Met2 routing:
Cells faint in the background.
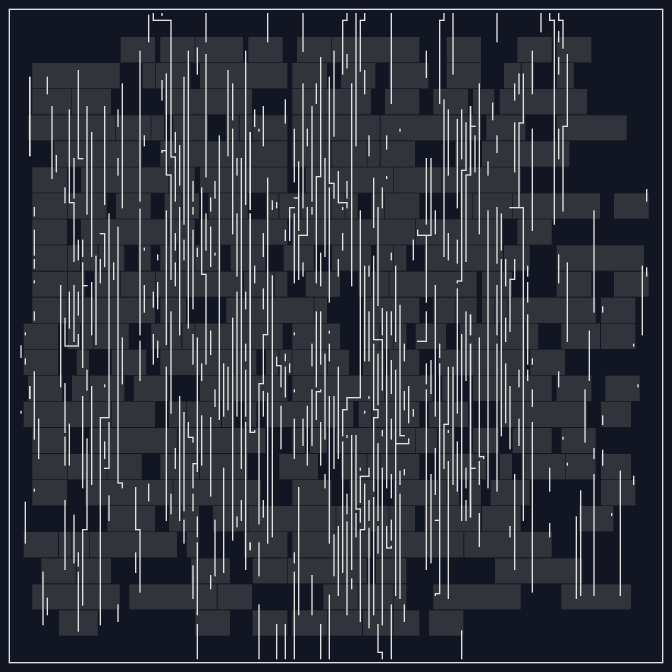
Placed standard cells:
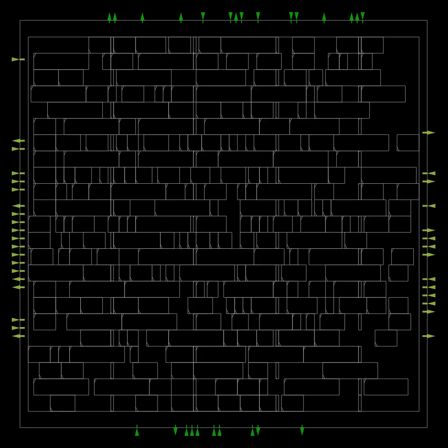
Cells colored by class:
Bar = 20 µm.
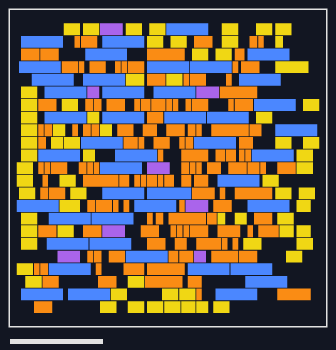
Logic cells by family:
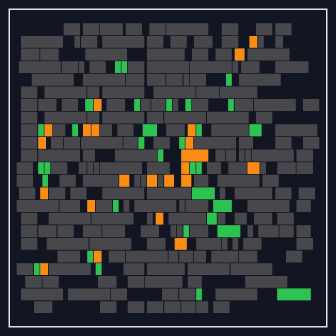
===== src/rtl/i2cmb_wb_ctrl.sv =====
// -----------------------------------------------------------------------------
// i2cmb_wb_ctrl
//
// Wishbone-slave register front end of the I2C multi-bus master. It decodes
// the four byte-wide registers (CSR, DPR, CMDR, FSMR), issues one byte-level
// command at a time to the byte FSM, collects the completion status and read
// data, and drives the level interrupt.
//
// Ports
//   clk_i, rst_ni            clock, asynchronous active-low reset
//   cyc_i, stb_i, we_i       Wishbone cycle / strobe / write enable
//   adr_i[1:0]               0=CSR 1=DPR 2=CMDR 3=FSMR
//   dat_i[7:0], dat_o[7:0]   Wishbone write / read data (dat_o registered)
//   ack_o                    one-cycle acknowledge, one cycle after the strobe
//   irq_o                    level interrupt, masked by CSR.IE
//   cmd_valid_o/cmd_ready_i  byte command handshake
//   cmd_code_o, cmd_data_o   command code and operand (DPR snapshot)
//   rsp_valid_i              one-cycle completion pulse
//   rsp_status_i, rsp_data_i completion status (DON/NAK/AL/ERR) and read byte
//   bus_busy_i, bus_captured_i, fsm_state_i   status reflected into CSR/FSMR
//
// Command handshake: cmd_valid_o is high for the whole ISSUE state and the
// code/data stay stable while it is high; a command transfers on the rising
// edge where cmd_valid_o and cmd_ready_i are both high. cmd_valid_o never
// drops without a transfer except when the command is aborted (CSR.E cleared)
// or on reset.
// -----------------------------------------------------------------------------
module i2cmb_wb_ctrl #(
   parameter int NUM_BUSES = 1,
   parameter int BUS_ID_W  = 4
) (
   input  logic       clk_i,
   input  logic       rst_ni,
   input  logic       cyc_i,
   input  logic       stb_i,
   input  logic       we_i,
   input  logic [1:0] adr_i,
   input  logic [7:0] dat_i,
   output logic [7:0] dat_o,
   output logic       ack_o,
   output logic       irq_o,
   output logic       cmd_valid_o,
   input  logic       cmd_ready_i,
   output logic [2:0] cmd_code_o,
   output logic [7:0] cmd_data_o,
   input  logic       rsp_valid_i,
   input  logic [1:0] rsp_status_i,
   input  logic [7:0] rsp_data_i,
   input  logic       bus_busy_i,
   input  logic       bus_captured_i,
   input  logic [7:0] fsm_state_i
);

   localparam logic [1:0] ADR_CSR  = 2'd0;
   localparam logic [1:0] ADR_DPR  = 2'd1;
   localparam logic [1:0] ADR_CMDR = 2'd2;
   localparam logic [1:0] ADR_FSMR = 2'd3;

   localparam logic [2:0] CMD_READ_ACK = 3'b010;
   localparam logic [2:0] CMD_READ_NAK = 3'b011;
   localparam logic [2:0] CMD_SET_BUS  = 3'b110;

   localparam logic [1:0] RSP_DON = 2'd0;
   localparam logic [1:0] RSP_NAK = 2'd1;
   localparam logic [1:0] RSP_AL  = 2'd2;
   localparam logic [1:0] RSP_ERR = 2'd3;

   localparam logic [8:0] NUM_BUSES_C = 9'(NUM_BUSES);

   typedef enum logic [1:0] {
      ST_IDLE    = 2'd0,
      ST_ISSUE   = 2'd1,
      ST_PENDING = 2'd2
   } state_t;

   state_t              state_q, state_d;
   logic                ack_q, ack_d;
   logic [7:0]          dat_q, dat_d;
   logic                e_q, e_d;
   logic                ie_q, ie_d;
   logic [BUS_ID_W-1:0] bus_id_q, bus_id_d;
   logic [7:0]          dpr_q, dpr_d;
   logic                don_q, don_d;
   logic                nak_q, nak_d;
   logic                al_q, al_d;
   logic                err_q, err_d;
   logic [2:0]          cmd_q, cmd_d;
   logic [2:0]          cmd_code_q, cmd_code_d;
   logic [7:0]          cmd_data_q, cmd_data_d;
   logic                irq_q, irq_d;

   logic       xfer;
   logic       wr_csr, wr_dpr, wr_cmdr;
   logic       abort;
   logic       bad_bus;
   logic [7:0] rd_data;

   // A transfer is only accepted while no ack is outstanding, which gives the
   // one-cycle latency and prevents back-to-back acks.
   assign xfer    = cyc_i & stb_i & ~ack_q;
   assign wr_csr  = xfer & we_i & (adr_i == ADR_CSR);
   assign wr_dpr  = xfer & we_i & (adr_i == ADR_DPR);
   assign wr_cmdr = xfer & we_i & (adr_i == ADR_CMDR);

   // Clearing E while a command is in flight abandons it.
   assign abort   = wr_csr & ~dat_i[7] & (state_q != ST_IDLE);

   assign bad_bus = ({1'b0, dpr_q} >= NUM_BUSES_C);

   always_comb begin
      rd_data = 8'h00;
      unique case (adr_i)
         ADR_CSR:  rd_data = {e_q, ie_q, bus_busy_i, bus_captured_i, bus_id_q};
         ADR_DPR:  rd_data = dpr_q;
         ADR_CMDR: rd_data = {don_q, nak_q, al_q, err_q, 1'b0, cmd_q};
         ADR_FSMR: rd_data = fsm_state_i;
         default:  rd_data = 8'h00;
      endcase
   end

   always_comb begin
      state_d    = state_q;
      ack_d      = xfer;
      dat_d      = dat_q;
      e_d        = e_q;
      ie_d       = ie_q;
      bus_id_d   = bus_id_q;
      dpr_d      = dpr_q;
      don_d      = don_q;
      nak_d      = nak_q;
      al_d       = al_q;
      err_d      = err_q;
      cmd_d      = cmd_q;
      cmd_code_d = cmd_code_q;
      cmd_data_d = cmd_data_q;
      irq_d      = irq_q;

      // Register reads; reading CMDR acknowledges the interrupt.
      if (xfer && !we_i) begin
         dat_d = rd_data;
         if (adr_i == ADR_CMDR) begin
            irq_d = 1'b0;
         end
      end

      if (wr_csr) begin
         e_d  = dat_i[7];
         ie_d = dat_i[6];
         if (!dat_i[7]) begin
            bus_id_d = '0;
         end
      end

      if (wr_dpr) begin
         dpr_d = dat_i;
      end

      unique case (state_q)
         ST_IDLE: begin
            if (wr_cmdr && e_q) begin
               cmd_d = dat_i[2:0];
               if (dat_i[2:0] == CMD_SET_BUS && bad_bus) begin
                  // Illegal bus ID: report ERR locally, nothing goes downstream.
                  don_d = 1'b0;
                  nak_d = 1'b0;
                  al_d  = 1'b0;
                  err_d = 1'b1;
                  irq_d = ie_q;
               end else begin
                  don_d      = 1'b0;
                  nak_d      = 1'b0;
                  al_d       = 1'b0;
                  err_d      = 1'b0;
                  irq_d      = 1'b0;
                  cmd_code_d = dat_i[2:0];
                  cmd_data_d = dpr_q;
                  state_d    = ST_ISSUE;
               end
            end
         end

         ST_ISSUE: begin
            if (cmd_ready_i) begin
               state_d = ST_PENDING;
            end
         end

         ST_PENDING: begin
            if (rsp_valid_i) begin
               unique case (rsp_status_i)
                  RSP_DON: don_d = 1'b1;
                  RSP_NAK: nak_d = 1'b1;
                  RSP_AL:  al_d  = 1'b1;
                  RSP_ERR: err_d = 1'b1;
                  default: err_d = 1'b1;
               endcase
               if (rsp_status_i == RSP_DON) begin
                  // Received byte takes priority over a same-cycle DPR write.
                  if (cmd_code_q == CMD_READ_ACK || cmd_code_q == CMD_READ_NAK) begin
                     dpr_d = rsp_data_i;
                  end
                  if (cmd_code_q == CMD_SET_BUS) begin
                     bus_id_d = cmd_data_q[BUS_ID_W-1:0];
                  end
               end
               if (ie_q) begin
                  irq_d = 1'b1;
               end
               state_d = ST_IDLE;
            end
         end

         default: state_d = ST_IDLE;
      endcase

      // Abort overrides any handshake or response in the same cycle.
      if (abort) begin
         state_d = ST_IDLE;
         don_d   = 1'b1;
         nak_d   = 1'b0;
         al_d    = 1'b0;
         err_d   = 1'b0;
         cmd_d   = 3'b000;
         irq_d   = 1'b0;
      end
   end

   always_ff @(posedge clk_i or negedge rst_ni) begin
      if (!rst_ni) begin
         state_q    <= ST_IDLE;
         ack_q      <= 1'b0;
         dat_q      <= 8'h00;
         e_q        <= 1'b0;
         ie_q       <= 1'b0;
         bus_id_q   <= '0;
         dpr_q      <= 8'h00;
         don_q      <= 1'b1;
         nak_q      <= 1'b0;
         al_q       <= 1'b0;
         err_q      <= 1'b0;
         cmd_q      <= 3'b000;
         cmd_code_q <= 3'b000;
         cmd_data_q <= 8'h00;
         irq_q      <= 1'b0;
      end else begin
         state_q    <= state_d;
         ack_q      <= ack_d;
         dat_q      <= dat_d;
         e_q        <= e_d;
         ie_q       <= ie_d;
         bus_id_q   <= bus_id_d;
         dpr_q      <= dpr_d;
         don_q      <= don_d;
         nak_q      <= nak_d;
         al_q       <= al_d;
         err_q      <= err_d;
         cmd_q      <= cmd_d;
         cmd_code_q <= cmd_code_d;
         cmd_data_q <= cmd_data_d;
         irq_q      <= irq_d;
      end
   end

   assign dat_o       = dat_q;
   assign ack_o       = ack_q;
   // IE masks a pending interrupt without forgetting it.
   assign irq_o       = irq_q & ie_q;
   assign cmd_valid_o = (state_q == ST_ISSUE);
   assign cmd_code_o  = cmd_code_q;
   assign cmd_data_o  = cmd_data_q;

endmodule


===== config.mk =====
export PLATFORM = sky130hd
export DESIGN_NAME = i2cmb_wb_ctrl
export DESIGN_NICKNAME = d
export VERILOG_FILES = /design/src/rtl/i2cmb_wb_ctrl.sv
export SDC_FILE = /design/constraint.sdc
export NUM_CORES = 1
export LEC_CHECK = 0
export CAP_MARGIN = 20
export CORE_UTILIZATION = 50
export CTS_BUF_LIST = sky130_fd_sc_hd__clkbuf_4 sky130_fd_sc_hd__clkbuf_8
export DETAILED_ROUTE_END_ITERATION = 6
export GPL_TIMING_DRIVEN = 0
export PLACE_DENSITY = 0.82
export SLEW_MARGIN = 20
export SYNTH_ARGS = -nofsm -noshare
export SYNTH_HDL_FRONTEND = slang
export SYNTH_SLANG_ARGS = --single-unit

===== constraint.sdc =====
create_clock -name clk_i -period 2.15 [get_ports clk_i]
set_clock_uncertainty 0.15 [all_clocks]
set_input_delay 0.43 -clock clk_i [delete_from_list [all_inputs] [get_ports clk_i]]
set_output_delay 0.43 -clock clk_i [all_outputs]
set_load 0.01 [all_outputs]

==> job_summary.md <==
### Yosys + OpenROAD results

| Metric | Value |
|---|---|
| Reg2reg end | `err_q$_DFFE_PN0P_` |
| R2R setup slack | `roughly 80 ps` |
| Maximum clock path buffer count | `2` |
| XOR Share, Synth | `0` |
| Drt pass-1 iters | `5` |
| Simple-gate area share of the yosys netlist | `0.1497` |
| Die H | `68.06 µm` |
| Comb area share | `0.3436` |
| VDD IR max | `0.0005560 V` |
| Most frequent logic cell in the layout | `clkdlybuf4s50_1` |
| CTS H-Tree Depth | `2` |
| Worst setup path startpoint | `adr_i[0]` |
| Slew Limit Fails | `0` |
| Worst Slack Setup Final | `30.14 ps` |
| Storage cell area | `about 1100 µm²` |
| Post-layout period usage | `0.9860` |
| # clk buffers | `7` |
| Cell area after synthesis | `2182 µm²` |
| Min Tclk post-route | `approximately 2100 ps` |
| Status | `finished, final reports clean` |
| Unrepaired setup endpoints after global routing | `true` |
| Vias in the first global route | `1,675` |
| Logic cell area | `1042 µm²` |
| GR peak layer | `met2` |
| Max Freq | `approximately 470 MHz` |
| # DRC | `0` |
| Setup TNS | `0 ps` |
| Max-cap violations | `0` |
| Largest logic family | `multiplexers` |
| Ys Warns | `0` |
| Setup-failing EPs final | `0` |
| Non-clk invs | `12` |
| Repair and plain buffers | `about 70` |
| Top Layout Cells | `clkdlybuf4s50_1, dfrtp_1, nand2_1` |
| Largest area contributor in the netlist | `dfrtp_1` |
| CP bufs+invs | `2` |
| Met1 WL | `2222 µm` |
| Floorplan Nets | `~220` |
| Flops after synth | `44` |
| Met1 global-route usage | `0.3267` |
| Critical path depth | `5` |
| Slowest-stage cell, CP | `or4_4` |
| Post-synth cell types | `41` |
| Via density per instance | `5.596` |
| Tightest Pin Transition | `between 700 and 800 ps` |
| CTS tree | `done` |
| Cell with the most instances after synthesis | `dfrtp_1` |
| Initial Util | `0.5340` |
| R2r startpoint | `ack_o$_DFF_PN0_` |
| Crit path DRT | `approximately 2200 ps` |
| First-pass GRT wire length | `around 8000 µm` |
| Core Util, Final | `0.7422` |
| Mapped Cells | `~180` |
| Ys cells | `184` |
| Clock share of power | `0.254` |
| Post-synth ARST share | `1.000` |
| Overall routing resource usage | `0.2442` |
| WHS Path Cells | `2` |
| Cell-internal power | `approximately 0.0016 W` |
| DPL Wire Length | `between 3000 and 4000 µm` |
| Max-area cell share | `0.4931` |
| Chip Area, Yosys | `around 2200 µm²` |
| Via count | `between 1,500 and 2,000` |
| Min-Delay Endpoint | `don_q$_DFFE_PN1P_` |
| Initial antenna violation count | `0` |
| Relative slew margins | `0.5252` |
| Worst path cell trace | `clkdlybuf4s50_1, or4_4, buf_6, a32oi_2, mux2_4` |
| Multiplexer share | `0.2317` |
| Log Warnings | `27` |
| Layout cells sized above 1 | `0.2335` |
| Clock-cell share of area | `0.03218` |
| Crit. End Element | `flop` |
| Flop share of the area | `0.3634` |
| Cts bufs inserted | `5` |
| Combinational share of power | `0.249` |
| Initial DRC count | `121` |
| Worst-case reg-to-reg path depth | `5` |
| Placed cell area | `2840 µm²` |
| Clk sinks | `44` |
| Worst slack, placed | `-483.2 ps` |
| Post-synth EDFFs | `0` |
| Net switching power | `a little over 0.0006 W` |
| Layout net count | `293` |
| HP Start | `don_q$_DFFE_PN1P_` |
| Non-clock buffers, area share | `0.2252` |
| Max Fanout on Critical Path | `9` |
| Top Ports | `59` |
| Multi-input gates | `around 120` |
| Crit-path max cell delay | `550 ps` |
| Seq pwr | `between 0.001 and 0.0015 W` |
| Mapped Avg Cell Area | `11.86 µm²` |
| Met2 wire len | `2502 µm` |
| Startpoint Class | `input port` |
| Latency at later pin | `300 ps` |
| Clk root buf | `clkbuf_8` |
| Share of total power in sequential cells | `0.497` |
| Fillers | `289` |
| Switching share of total power | `0.2784` |
| Total gr overflow | `0` |
| Met2 Use GR | `0.3836` |
| Clock slew at reported path FFs | `roughly 80 ps` |
| Wire length per cell | `16.94 µm` |
| Top post-synthesis cells by count | `dfrtp_1, nand2_1, mux2_2, mux2i_1` |
| Dpl cells | `293` |
| Hold buffer count at cts | `1` |
| DIE WIDTH | `68.06 µm` |
| Adder share | `0` |
| Registers | `approximately 44` |
| Fraction of the mapped netlist area in compound gates | `0.07683` |
| Routed Antenna Nets | `0` |
| Final Power | `0.002203 W` |
| Largest class | `sequential cells` |
| Die area | `4632 µm²` |
| Top Metal Used | `met4` |
| Final RePlAce weighted congestion | `0.8922` |
Notes on 'met2 routing' above:
nets with wire on the layer: 257
wire length on this layer: 2,500 µm
share of all routed wire: 48%
main direction: vertical
longest straight run: 32.6 µm

Notes on 'placed standard cells' above:
Core ar.: 4086 µm²
tap cells: 50
fin cells: 307

Notes on 'cells colored by class' above:
[blue] registers | cells: 44 | share of their area: 37%
[yellow] remaining buffers and delay cells | cells: 70 | share of their area: 23%
[orange] remaining logic cells | cells: 135 | share of their area: 37%
[purple] clock drivers and dummy loads | cells: 8 | share of their area: 3.3%

Notes on 'logic cells by family' above:
[green] nand cells | cells: 32 | most used: nand2_1
[orange] aoi and oai cells | cells: 22 | most used: o21ai_0

Power figures rest on the tool's default switching activity, not on a simulated workload.
